$ cat config.mk
export PLATFORM = sky130hd
export DESIGN_NAME = seg_scan_driver_flat
export DESIGN_NICKNAME = d
export VERILOG_FILES = /design/src/rtl/seg_scan_driver_pkg.sv /design/src/rtl/seg_scan_driver_if.sv /design/src/rtl/seg_scan_driver_refresh_tick.sv /design/src/rtl/seg_scan_driver.sv /design/src/flat_wrapper.sv
export SDC_FILE = /design/constraint.sdc
export NUM_CORES = 1
export LEC_CHECK = 0
export CORE_MARGIN = 10
export CORE_UTILIZATION = 58
export CTS_CLUSTER_DIAMETER = 40
export DETAILED_ROUTE_END_ITERATION = 8
export PLACE_DENSITY = 0.9
export SYNTH_ARGS = -nofsm -noshare
export SYNTH_HDL_FRONTEND = slang
export SYNTH_SLANG_ARGS = --single-unit
$ cat constraint.sdc
create_clock -name iClk -period 2.48 [get_ports iClk]
set_input_delay 0.248 -clock iClk [delete_from_list [all_inputs] [get_ports iClk]]
set_output_delay 0.248 -clock iClk [all_outputs]
set_load 0.02 [all_outputs]
$ cat src/rtl/seg_scan_driver_pkg.sv
// Shared definitions for the 7-segment display scanners.
//   SEG_BLANK  : digit code that the decoder renders as all segments off
//   MAX_DIGITS : widest display bank supported
//   onehot_n() : active-low one-hot anode pattern for a display index
package seg_pkg;

  localparam logic [3:0] SEG_BLANK  = 4'hF;
  localparam int         MAX_DIGITS = 8;

  function automatic logic [MAX_DIGITS-1:0] onehot_n(input logic [2:0] idx);
    onehot_n = ~(MAX_DIGITS'(1) << idx);
  endfunction

endpackage

$ cat src/rtl/seg_scan_driver_if.sv
// Bundle between the classifier/host side and the display scanner.
//   iValid/iDigit/iClear : result stream and history clear, into the scanner
//   oDigit/oAn/oCount    : decoder code, active-low anodes, stored result count
// slave  : the scanner; master : whoever feeds results and watches outputs.
interface seg_scan_driver_if #(
  parameter int NUM_DIGITS = 8
);
  logic                  iValid;
  logic [3:0]            iDigit;
  logic                  iClear;
  logic [3:0]            oDigit;
  logic [NUM_DIGITS-1:0] oAn;
  logic [3:0]            oCount;

  modport master (output iValid, iDigit, iClear, input oDigit, oAn, oCount);
  modport slave  (input iValid, iDigit, iClear, output oDigit, oAn, oCount);
endinterface

$ cat src/rtl/seg_scan_driver_refresh_tick.sv
// Free-running slot counter for display scanners.
//   clk, rst : clock and asynchronous active-high reset
//   cnt      : 0..DIV-1, wraps to 0
//   wrap     : high during the cycle cnt == DIV-1 (the edge that wraps it)
module refresh_tick #(
  parameter int DIV = 100000,
  localparam int CW = (DIV > 1) ? $clog2(DIV) : 1
) (
  input  logic          clk,
  input  logic          rst,
  output logic [CW-1:0] cnt,
  output logic          wrap
);

  logic [CW-1:0] cnt_q, cnt_d;

  always_comb begin
    wrap  = (cnt_q == CW'(DIV - 1));
    cnt_d = wrap ? '0 : cnt_q + 1'b1;
  end

  always_ff @(posedge clk or posedge rst) begin
    if (rst) cnt_q <= '0;
    else     cnt_q <= cnt_d;
  end

  assign cnt = cnt_q;

endmodule

$ cat src/rtl/seg_scan_driver.sv
// Result history and time-multiplexed scanner for a 7-segment display bank.
//   iClk, iRst : clock and asynchronous active-high reset
//   bus.iValid : one-cycle pulse, bus.iDigit holds a new result (0..9)
//   bus.iClear : synchronous history clear (applied before a same-edge write)
//   bus.oDigit : code of the displayed slot, to the decoder (registered)
//   bus.oAn    : active-low anode select, at most one bit low (registered)
//   bus.oCount : number of stored results, saturating at NUM_DIGITS
// Newest result is hist[0], shown on the rightmost display (anode bit 0).
module seg_scan_driver
  import seg_pkg::*;
#(
  parameter int NUM_DIGITS   = 8,
  parameter int REFRESH_DIV  = 100000,
  parameter int BLANK_CYCLES = 16
) (
  input  logic               iClk,
  input  logic               iRst,
  seg_scan_driver_if.slave   bus
);

  localparam int IDX_W = $clog2(NUM_DIGITS);
  localparam int CW    = (REFRESH_DIV > 1) ? $clog2(REFRESH_DIV) : 1;

  logic [CW-1:0]                cnt;
  logic                         wrap;
  logic [IDX_W-1:0]             idx_q, idx_d;
  logic [NUM_DIGITS-1:0][3:0]   hist_q, hist_d, hist_base;
  logic [3:0]                   count_q, count_d, count_base;
  logic [3:0]                   digit_q, digit_d, digit_in;
  logic [NUM_DIGITS-1:0]        an_q, an_d;
  logic [MAX_DIGITS-1:0]        an_full;

  refresh_tick #(.DIV(REFRESH_DIV)) u_tick (
    .clk  (iClk),
    .rst  (iRst),
    .cnt  (cnt),
    .wrap (wrap)
  );

  // Display index steps only when the slot counter wraps.
  always_comb begin
    idx_d = idx_q;
    if (wrap) idx_d = (idx_q == IDX_W'(NUM_DIGITS - 1)) ? '0 : idx_q + 1'b1;
  end

  // Clear is folded in before the shift so a same-edge write lands on a
  // blank history with a count of one.
  always_comb begin
    digit_in   = (bus.iDigit > 4'd9) ? SEG_BLANK : bus.iDigit;
    hist_base  = bus.iClear ? '1 : hist_q;
    count_base = bus.iClear ? '0 : count_q;
    hist_d     = hist_base;
    count_d    = count_base;
    if (bus.iValid) begin
      hist_d  = {hist_base[NUM_DIGITS-2:0], digit_in};
      count_d = (count_base == 4'(NUM_DIGITS)) ? count_base : count_base + 4'd1;
    end
  end

  // Outputs are derived from this cycle's (cnt, idx) and registered together,
  // so anode and code change on the same edge.
  always_comb begin
    an_full = onehot_n(3'(idx_q));
    an_d    = '1;
    digit_d = SEG_BLANK;
    if (32'(cnt) >= 32'(BLANK_CYCLES)) begin
      an_d    = an_full[NUM_DIGITS-1:0];
      digit_d = hist_q[idx_q];
    end
  end

  always_ff @(posedge iClk or posedge iRst) begin
    if (iRst) begin
      idx_q   <= '0;
      hist_q  <= '1;
      count_q <= '0;
      digit_q <= SEG_BLANK;
      an_q    <= '1;
    end else begin
      idx_q   <= idx_d;
      hist_q  <= hist_d;
      count_q <= count_d;
      digit_q <= digit_d;
      an_q    <= an_d;
    end
  end

  assign bus.oDigit = digit_q;
  assign bus.oAn    = an_q;
  assign bus.oCount = count_q;

endmodule

$ cat src/flat_wrapper.sv
// flat-port wrapper written by rule: the top's interface ports become plain ports
module seg_scan_driver_flat import seg_pkg::*;
#(
  parameter int NUM_DIGITS   = 8,
  parameter int REFRESH_DIV  = 100000,
  parameter int BLANK_CYCLES = 16
)
  (iClk, iRst, bus_iValid, bus_iDigit, bus_iClear, bus_oDigit, bus_oAn, bus_oCount);
  seg_scan_driver_if #(.NUM_DIGITS(NUM_DIGITS)) bus_i ();
  input  logic iClk;
  input  logic iRst;
  input wire logic [$bits(bus_i.iValid)-1:0] bus_iValid;
  input wire logic [$bits(bus_i.iDigit)-1:0] bus_iDigit;
  input wire logic [$bits(bus_i.iClear)-1:0] bus_iClear;
  output wire logic [$bits(bus_i.oDigit)-1:0] bus_oDigit;
  output wire logic [$bits(bus_i.oAn)-1:0] bus_oAn;
  output wire logic [$bits(bus_i.oCount)-1:0] bus_oCount;
  assign bus_i.iValid = bus_iValid;
  assign bus_i.iDigit = bus_iDigit;
  assign bus_i.iClear = bus_iClear;
  assign bus_oDigit = bus_i.oDigit;
  assign bus_oAn = bus_i.oAn;
  assign bus_oCount = bus_i.oCount;
  seg_scan_driver #(.NUM_DIGITS(NUM_DIGITS), .REFRESH_DIV(REFRESH_DIV), .BLANK_CYCLES(BLANK_CYCLES)) u_core (.iClk(iClk), .iRst(iRst), .bus(bus_i));
endmodule
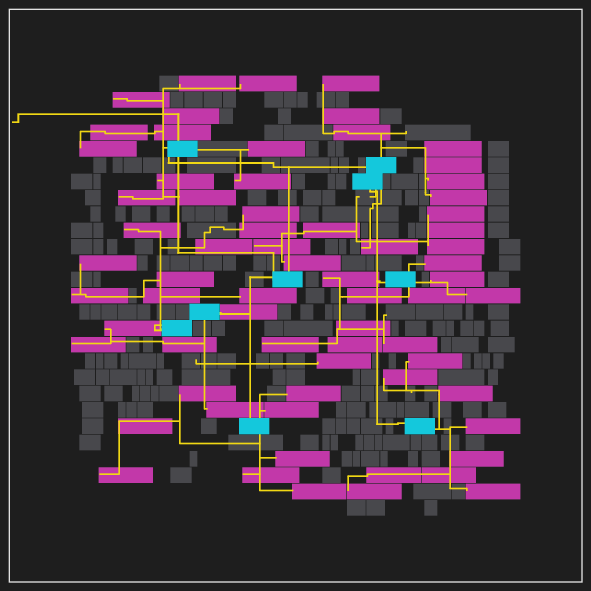
Figure 1: run 1, clock distribution.
Drawn at 6 px/um.
- cyan: clock-net drivers (count 9)
- yellow: clock wires (length 800 um)
- magenta: flip-flops (count 68)
- routed clock nets: 10

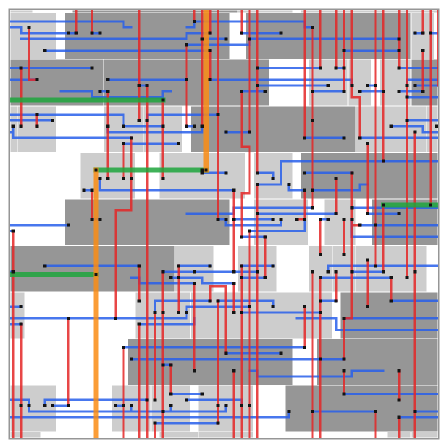
Figure 2: run 1, a small window of the routed layout.
Region (35, 35) to (60, 60) um. Cells in grey, sequential cells in the stronger grey; small squares are vias.
- orange: M4
- green: M3
- blue: M1
- red: M2
- cells with their middle in the window: 36
- sequential cells in the window: 12
- netlist names of flops here include: u_core.hist_q (9), u_core.u_tick.cnt (2)
- most frequent: nor2b_1 (9), dfstp_2 (9), a211o_1 (5)

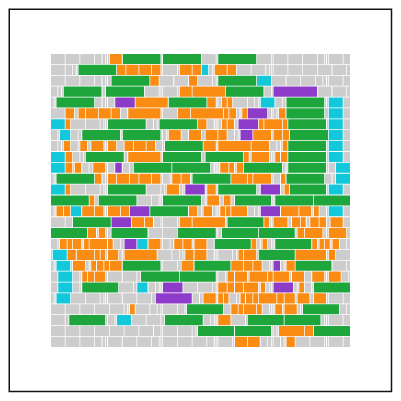
Figure 3: run 1, cell classes on the final placement.
Drawn at 4 px/um. Fill, decap, tap and diode cells in grey.
- orange: remaining logic cells (cells 194; share of their area 39%)
- green: registers (cells 68; share of their area 48%)
- purple: clock drivers and dummy loads (cells 16; share of their area 6.0%)
- cyan: remaining buffers and delay cells (cells 27; share of their area 7.0%)

==> flow_summary_export.csv, run 1 <==
group,metric,value,unit
placed_design,postPlaceCellArea,0.003536,mm^2
clocking,cts_sinks,68,
worst_setup_path,cp.depth,5,
yosys,area_leaders,"dfstp_2 (35%), dfrtp_1 (18%), a211o_1 (7.5%)",
power,total_power,2358,uW
final_layout,final_cell_mix,"dfstp_2 (44), nor2b_1 (29), a211o_1 (28)",
worst_setup_path,timing.critical_path.to,"u_core.idx_q[0]",
yosys,yosys.area_share.simple,0.1804,
final_layout,dominant_cells,"sequential cells",
final_layout,sh_seq_area,0.4677,
final_layout,seq_cells,68,
yosys,most_common_cell,"dfstp_2",
floorplanning,die_w,95.21,um
floorplanning,num_rows,27,
yosys,synth-edff-count,0,
worst_setup_path,worst_ep_required_time,2.71,ns
final_layout,buf_share,0.06795,
power,pwr-share-comb,0.076,
flow_run,drv_cap,0,
yosys,yosysTopAreaCell,"dfstp_2",
final_layout,regArea,0.001757,mm^2
final_layout,design_area,0.003756,mm^2
yosys,top_cell_area_share,0.3524,
power,powerClk,968,uW
worst_setup_path,r2r_start,"u_core.u_tick.cnt[0]",
sta,tightest_slew,0.9854,ns
yosys,ys_top_cells_by_count,"dfstp_2 (44), nor2b_1 (29), a211o_1 (28)",
floorplanning,die_y,95.21,um
floorplanning,fp_util,0.5958,
worst_setup_path,r2r-end,"u_core.idx_q[0]",
route,wirelength,5.856,mm
clocking,cts_tree,"built",
run_status,run_status,"finished clean",
worst_setup_path,critPathLaunch,"u_core.u_tick.cnt[0]",
worst_setup_path,endpoint_kind,"register",
grt,grt_pass1_wl,10.03,mm
yosys,async_flop_share,1.000,
yosys,xor_area_frac,0.03738,
sta,setup_slack,0.5039,ns
route,drc_errors,0,
yosys,synth-adder-area-share,0.03814,
yosys,yosys.area_share.aoi,0.1030,
power,switching_power,538.9,uW
clocking,clkTransAtPathRegs,0.07,ns
sta,skew,0.005862,ns
final_layout,area_growth,14.49,%
grt,grt_use_total,0.1414,
sta,min_period,1.976,ns
grt,grt_max_degree,63,
final_layout,n_antenna_cell,0,
route,vias,2116,
grt,grtUsageMet3,0.05263,
final_layout,n_all_inverters,9,
worst_setup_path,arrival,2.21,ns
grt,grt_util_met1,0.1767,
final_layout,top_register,"u_core.hist_q",
final_layout,nets,318,
clocking,htreeDepth,3,
worst_setup_path,path_cells,"ha_1, nand4_1, nor3_1, and4_4, mux2_2",
yosys,synthCells,279,
grt,antenna_found_initial,0,
placed_design,place_ws,0.5061,ns
final_layout,comb_area_frac,0.3728,
yosys,ys_warn_count,0,
worst_setup_path,regToRegSetupSlack,0.50,ns
route,dr_wl_met3,335,um
placed_design,io_buffers,23,
power,power.density,627.8,mW/mm^2
grt,globalRouteMet2Util,0.2170,
placed_design,dp.cells,361,
worst_setup_path,path_class,"register to register",
final_layout,clock_buffer_count,11,
power,top_power_group,"registers",
worst_setup_path,start_kind,"register",
worst_setup_path,r2r_cells,5,
sta,setup_viol,0,
final_layout,fin_util,0.6821,
flow_run,warning_count,33,
power,seq_power,1210,uW
clocking,clockBufferDepth,2,
grt,top_usage_layer,"met2",
floorplanning,die_area,0.009065,mm^2
final_layout,multiInputGateArea,0.001400,mm^2
route,met2_length,2.738,mm
power,p_seq_frac,0.514,
grt,grt_pass1_vias,2083,
final_layout,lay_top_count,"dfstp_2",
sta,fin_tns_setup,0,ns
route,highest_layer,"met4",
floorplanning,coreArea,0.005507,mm^2
sta,slew_viol_final,0,
yosys,postSynthSeqShare,0.5355,
power,switching_share,0.2285,
floorplanning,io-pin-count,24,
route,drt_iter0_drc,110,
yosys,dominantRegCellSynth,"dfstp_2",
worst_setup_path,cpMaxStageDelayCell,"dfrtp_1",
placed_design,place_congestion,0.8135,
power,ir_drop,0.4538,mV
route,ant_nets,0,
final_layout,logic_gates,185,
power,intPower,1819,uW
sta,fmax,506.1,MHz
route,viasPerCell,5.613,
yosys,synth_chip_area,0.003281,mm^2
yosys,synth_area,0.003281,mm^2
sta,hold_viol_final,0,
final_layout,clock_cell_area_share,0.05863,
sta,finalCritPeriodShare,0.7968,
clocking,postCtsSetupBuffers,0,
sta,whs,0.08182,ns
final_layout,n_fill_cell,387,
clocking,postCtsHoldBufs,0,
clocking,cts_made_buffers,9,
min_path,worstHoldPathType,"input pin to asynchronous set/reset pin",
worst_setup_path,path_buffers,0,
yosys,mux_share,0.06789,
worst_setup_path,cp_max_fo,12,
floorplanning,tapCellCount,72,
route,first_pass_iters,4,
final_layout,largest_register_ffs,32,
placed_design,hpwlAfterDp,3.847,mm
grt,grt_overflow_total,0,
final_layout,fin_cells,377,
Figure 4. Cell area per tile (run 1).
Drawn at 3 px/um. 10 x 10 tiles, from black (low) to pale yellow (high), 0 to 100% covered.
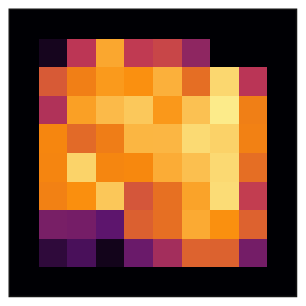

==> run 1 -> run 2 <==
==> constraint.sdc (replaced) <==
create_clock -name iClk -period 1.9 [get_ports iClk]
set_input_delay 0.19 -clock iClk [delete_from_list [all_inputs] [get_ports iClk]]
set_output_delay 0.19 -clock iClk [all_outputs]
set_load 0.02 [all_outputs]
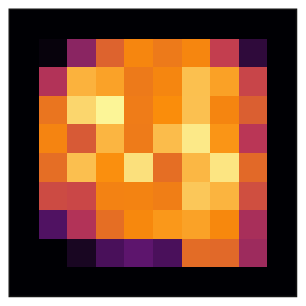
Figure 5: run 2, cell area per tile.
Drawn at 3 px/um. 10 x 10 tiles, from black (low) to pale yellow (high), 0 to 100% covered.
- emptiest ninth of the die: lower left
- fullest tile: 98%
- tiles over 75% full: 21%
- mean over tiles: 41%
- nearly empty tiles: 38%
- densest ninth of the die: centre

==> flow_summary_export.csv, run 2 <==
group,metric,value,unit
run_status,run_status,"finished clean",
route,met2_length,2.949,mm
grt,grt_util_met1,0.1761,
clocking,cts_tree,"built",
sta,fin_tns_setup,0,ns
sta,hold_viol_final,0,
floorplanning,tapCellCount,72,
final_layout,clock_cell_area_share,0.04712,
yosys,async_flop_share,1.000,
final_layout,dominant_cells,"sequential cells",
clocking,htreeDepth,3,
yosys,synth-adder-area-share,0.03814,
grt,top_usage_layer,"met2",
floorplanning,die_y,95.21,um
yosys,area_leaders,"dfstp_2 (35%), dfrtp_1 (18%), a211o_1 (7.5%)",
worst_setup_path,path_cells,"ha_1, nand4_1, nor3_1, and4_4, mux2_2",
yosys,synth_chip_area,0.003281,mm^2
final_layout,fin_util,0.6896,
final_layout,area_growth,15.75,%
final_layout,largest_register_ffs,32,
yosys,synth_area,0.003281,mm^2
final_layout,top_register,"u_core.hist_q",
route,highest_layer,"met4",
grt,grtUsageMet3,0.03928,
worst_setup_path,r2r_cells,5,
grt,grt_overflow_total,0,
worst_setup_path,regToRegSetupSlack,0.12,ns
yosys,top_cell_area_share,0.3524,
yosys,yosysTopAreaCell,"dfstp_2",
route,first_pass_iters,4,
yosys,mux_share,0.06789,
worst_setup_path,endpoint_kind,"register",
worst_setup_path,start_kind,"register",
worst_setup_path,path_class,"register to register",
power,intPower,2236,uW
sta,whs,0.1858,ns
floorplanning,coreArea,0.005507,mm^2
clocking,cts_made_buffers,9,
flow_run,warning_count,33,
final_layout,sh_seq_area,0.4626,
final_layout,buf_share,0.08896,
yosys,yosys.area_share.simple,0.1804,
yosys,xor_area_frac,0.03738,
worst_setup_path,critPathLaunch,"u_core.u_tick.cnt[0]",
final_layout,n_antenna_cell,0,
min_path,worstHoldPathType,"input pin to asynchronous set/reset pin",
clocking,postCtsSetupBuffers,0,
sta,fmax,563.4,MHz
power,top_power_group,"registers",
grt,globalRouteMet2Util,0.2227,
final_layout,multiInputGateArea,0.001400,mm^2
final_layout,design_area,0.003797,mm^2
route,viasPerCell,5.683,
yosys,ys_top_cells_by_count,"dfstp_2 (44), nor2b_1 (29), a211o_1 (28)",
sta,setup_viol,0,
power,power.density,761.8,mW/mm^2
worst_setup_path,path_buffers,0,
yosys,synthCells,279,
placed_design,hpwlAfterDp,4.190,mm
clocking,clockBufferDepth,2,
worst_setup_path,cp_max_fo,12,
final_layout,regArea,0.001757,mm^2
final_layout,nets,324,
final_layout,logic_gates,185,
floorplanning,fp_util,0.5958,
sta,slew_viol_final,0,
final_layout,n_all_inverters,9,
final_layout,final_cell_mix,"dfstp_2 (44), nor2b_1 (29), a211o_1 (28)",
flow_run,drv_cap,0,
worst_setup_path,cp.depth,5,
final_layout,fin_cells,382,
power,switching_share,0.2271,
power,powerClk,1060,uW
final_layout,lay_top_count,"dfstp_2",
placed_design,postPlaceCellArea,0.003618,mm^2
clocking,clkTransAtPathRegs,0.07,ns
final_layout,clock_buffer_count,13,
placed_design,place_ws,0.1355,ns
grt,grt_use_total,0.1429,
power,ir_drop,0.5938,mV
worst_setup_path,r2r_start,"u_core.u_tick.cnt[0]",
final_layout,n_fill_cell,391,
sta,setup_slack,0.1249,ns
route,drt_iter0_drc,107,
floorplanning,num_rows,27,
power,p_seq_frac,0.548,
placed_design,place_congestion,0.7705,
floorplanning,io-pin-count,24,
yosys,postSynthSeqShare,0.5355,
final_layout,comb_area_frac,0.3687,
worst_setup_path,timing.critical_path.to,"u_core.idx_q[1]",
route,dr_wl_met3,344,um
grt,grt_pass1_wl,10.16,mm
yosys,most_common_cell,"dfstp_2",
worst_setup_path,worst_ep_required_time,2.12,ns
Power is estimated from default activity; no workload was simulated.
